**src/rtl/booth_pkg.sv**
```systemverilog
// Shared encodings for the radix-2 Booth sequencing controller.
package booth_pkg;

  typedef enum logic [2:0] {
    IDLE  = 3'd0,
    LOAD  = 3'd1,
    EVAL  = 3'd2,
    ARITH = 3'd3,
    SHIFT = 3'd4,
    DONE  = 3'd5
  } state_e;

  // {Q0, Q(-1)} pairs that need an accumulator update
  localparam logic [1:0] PAIR_SUB = 2'b10;
  localparam logic [1:0] PAIR_ADD = 2'b01;

endpackage

```
**src/rtl/booth_iter_counter.sv**
```systemverilog
// Loadable iteration down-counter with a last-iteration flag.
// flush zeroes the count and wins over load/dec; dec saturates at zero.
module booth_iter_counter #(
  parameter int DATA_WIDTH = 16,
  parameter int CNT_WIDTH  = $clog2(DATA_WIDTH + 1)
) (
  input  logic                 clk,
  input  logic                 clear,
  input  logic                 load,
  input  logic                 dec,
  input  logic                 flush,
  output logic [CNT_WIDTH-1:0] count_out,
  output logic                 is_last
);

  logic [CNT_WIDTH-1:0] cnt;

  always_ff @(posedge clk or negedge clear) begin
    if (!clear)                   cnt <= '0;
    else if (flush)               cnt <= '0;
    else if (load)                cnt <= CNT_WIDTH'(DATA_WIDTH);
    else if (dec && (cnt != '0))  cnt <= cnt - 1'b1;
  end

  assign count_out = cnt;
  assign is_last   = (cnt == CNT_WIDTH'(1));

endmodule

```
**src/rtl/booth_control_unit.sv**
```systemverilog
// Radix-2 Booth multiplier sequencer: Moore strobes from registered state.
// Optional abort input enabled by defining BOOTH_ABORT_EN.
module booth_control_unit
  import booth_pkg::*;
#(
  parameter int DATA_WIDTH = 16,
  parameter int CNT_WIDTH  = $clog2(DATA_WIDTH + 1)
) (
  input  logic                 clk,
  input  logic                 clear,
  input  logic                 start,
`ifdef BOOTH_ABORT_EN
  input  logic                 abort,
`endif
  input  logic                 q0,
  input  logic                 q_m1,
  output logic                 ld_m,
  output logic                 ld_q,
  output logic                 clr_acc,
  output logic                 clr_qm1,
  output logic                 ld_acc,
  output logic                 alu_sub,
  output logic                 shift_en,
  output logic                 busy,
  output logic                 done,
  output logic [CNT_WIDTH-1:0] iter_cnt
);

  state_e     state, state_nxt;
  logic       abort_hit;
  logic       is_last;
  logic [1:0] pair;

  assign pair = {q0, q_m1};

`ifdef BOOTH_ABORT_EN
  assign abort_hit = abort && (state != IDLE) && (state != DONE);
`else
  assign abort_hit = 1'b0;
`endif

  booth_iter_counter #(
    .DATA_WIDTH (DATA_WIDTH),
    .CNT_WIDTH  (CNT_WIDTH)
  ) u_iter_cnt (
    .clk       (clk),
    .clear     (clear),
    .load      (state == LOAD),
    .dec       (state == SHIFT),
    .flush     (abort_hit),
    .count_out (iter_cnt),
    .is_last   (is_last)
  );

  always_ff @(posedge clk or negedge clear) begin
    if (!clear) begin
      state   <= IDLE;
      alu_sub <= 1'b0;
    end else begin
      state <= state_nxt;
      // operation is latched in EVAL so ARITH needs no input path
      if ((state == EVAL) && !abort_hit) begin
        if (pair == PAIR_SUB)      alu_sub <= 1'b1;
        else if (pair == PAIR_ADD) alu_sub <= 1'b0;
      end
    end
  end

  always_comb begin
    state_nxt = state;
    case (state)
      IDLE:    if (start) state_nxt = LOAD;
      LOAD:    state_nxt = EVAL;
      EVAL:    state_nxt = ((pair == PAIR_SUB) || (pair == PAIR_ADD)) ? ARITH : SHIFT;
      ARITH:   state_nxt = SHIFT;
      SHIFT:   state_nxt = is_last ? DONE : EVAL;
      // a start held through completion chains straight into the next load
      DONE:    state_nxt = start ? LOAD : IDLE;
      default: state_nxt = IDLE;
    endcase
    if (abort_hit) state_nxt = IDLE;
  end

  always_comb begin
    ld_m     = 1'b0;
    ld_q     = 1'b0;
    clr_acc  = 1'b0;
    clr_qm1  = 1'b0;
    ld_acc   = 1'b0;
    shift_en = 1'b0;
    busy     = 1'b0;
    done     = 1'b0;
    case (state)
      LOAD: begin
        ld_m    = 1'b1;
        ld_q    = 1'b1;
        clr_acc = 1'b1;
        clr_qm1 = 1'b1;
        busy    = 1'b1;
      end
      EVAL:  busy = 1'b1;
      ARITH: begin
        ld_acc = 1'b1;
        busy   = 1'b1;
      end
      SHIFT: begin
        shift_en = 1'b1;
        busy     = 1'b1;
      end
      DONE:    done = 1'b1;
      default: ;
    endcase
  end

endmodule
```
**config.mk**
```make
export PLATFORM = sky130hd
export DESIGN_NAME = booth_control_unit
export DESIGN_NICKNAME = d
export VERILOG_FILES = /design/src/rtl/booth_pkg.sv /design/src/rtl/booth_iter_counter.sv /design/src/rtl/booth_control_unit.sv
export SDC_FILE = /design/constraint.sdc
export NUM_CORES = 1
export LEC_CHECK = 0
export CAP_MARGIN = 20
export CORE_MARGIN = 8
export CORE_UTILIZATION = 40
export CTS_BUF_LIST = sky130_fd_sc_hd__clkbuf_16
export DETAILED_ROUTE_END_ITERATION = 8
export PLACE_DENSITY = 0.71
export REMOVE_ABC_BUFFERS = 1
export SLEW_MARGIN = 10
export SYNTH_ARGS = -nofsm -noshare
export SYNTH_HDL_FRONTEND = slang
export SYNTH_SLANG_ARGS = --single-unit
```
**constraint.sdc**
```tcl
create_clock -name clk -period 3.2 [get_ports clk]
set_input_delay 0.64 -clock clk [delete_from_list [all_inputs] [get_ports clk]]
set_output_delay 0.64 -clock clk [all_outputs]
set_load 0.05 [all_outputs]
```
**Local utilization**

11 x 11 tiles, from black (low) to pale yellow (high), 0 to 100% covered.
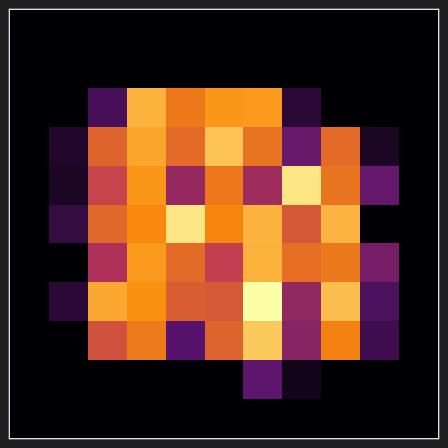
- fullest tile: 100%
- tiles over 75% full: 14%
- nearly empty tiles: 51%

==> impl_metrics.xml <==
<?xml version="1.0" encoding="UTF-8"?>
<metrics>
  <group name="setup_path">
    <metric name="critPathMaxFanout" unit="">8</metric>
    <metric name="end_kind" unit="">output pin</metric>
    <metric name="r2r.worst_path.cells" unit="">5</metric>
    <metric name="path_cells" unit="">or3b_4 &gt; inv_2 &gt; clkdlybuf4s50_1</metric>
    <metric name="regToRegStartpoint" unit="">u_iter_cnt.count_out[0]</metric>
    <metric name="cp_num_buf_inv" unit="">2</metric>
    <metric name="crit_start" unit="">state[1]</metric>
  </group>
  <group name="cells_and_area">
    <metric name="area_delta_synth_final" unit="%">42.8</metric>
    <metric name="layout.nonclk_buf_share" unit="%">23.0</metric>
    <metric name="drive_gt1_share" unit="%">8.97</metric>
    <metric name="postLayoutCoreUtil" unit="%">61.8</metric>
    <metric name="layout.clock_buffers" unit="">3</metric>
    <metric name="seq_area" unit="sq um">225</metric>
    <metric name="layout_top_cells" unit="">sky130_fd_sc_hd__clkdlybuf4s50_1 (18), sky130_fd_sc_hd__dfrtp_1 (9), sky130_fd_sc_hd__nor2_1 (6)</metric>
  </group>
  <group name="drt">
    <metric name="route.detailed.vias_per_inst" unit="">5.13</metric>
    <metric name="drt_pass_1_iters" unit="">3</metric>
    <metric name="dr.max_layer_used" unit="">met3</metric>
    <metric name="antenna_violating_nets_post_route" unit="">0</metric>
  </group>
  <group name="grt">
    <metric name="grt.met1_usage" unit="%">10.8</metric>
    <metric name="antenna_found_initial" unit="">0</metric>
    <metric name="gr-usage-met2" unit="%">16.6</metric>
  </group>
  <group name="clocking">
    <metric name="cts.repair.resized" unit="">0</metric>
    <metric name="insertion_delay" unit="ns">0.23</metric>
  </group>
  <group name="outcome">
    <metric name="status" unit="">completed</metric>
  </group>
  <group name="place">
    <metric name="place_congestion" unit="">0.738</metric>
    <metric name="detailed_place_hpwl" unit="microns">969</metric>
  </group>
  <group name="run">
    <metric name="warning_count" unit="">26</metric>
    <metric name="maximum_capacitance_violations" unit="">0</metric>
  </group>
  <group name="final_timing">
    <metric name="timing.final.crit_period" unit="ns">2.70</metric>
    <metric name="report.final.hold_viol_count" unit="">0</metric>
    <metric name="rsz_0062_raised_after_global_routing" unit="">no</metric>
  </group>
  <group name="die">
    <metric name="core_util_at_fp" unit="%">43.3</metric>
    <metric name="die_area" unit="sq um">2890</metric>
    <metric name="tapcell.inserted" unit="">15</metric>
  </group>
  <group name="yosys">
    <metric name="post_synth_inst_count" unit="">60</metric>
    <metric name="main_logic_family_after_synthesis" unit="">simple AND/OR/NAND/NOR gates</metric>
  </group>
</metrics>
**Placed cells, one colour a class**

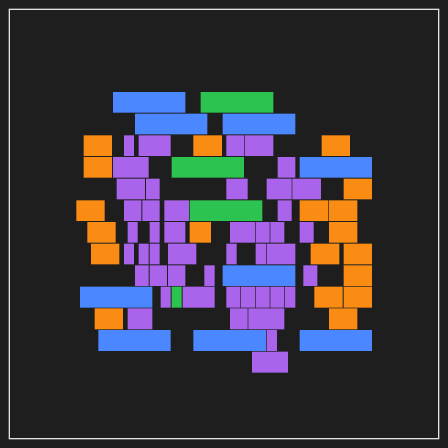
- green: clock drivers and dummy loads (cells 4; share of their area 9.9%)
- purple: combinational and other logic (cells 46; share of their area 38%)
- orange: other buffers and delay cells (cells 19; share of their area 24%)
- blue: flops (cells 9; share of their area 28%)

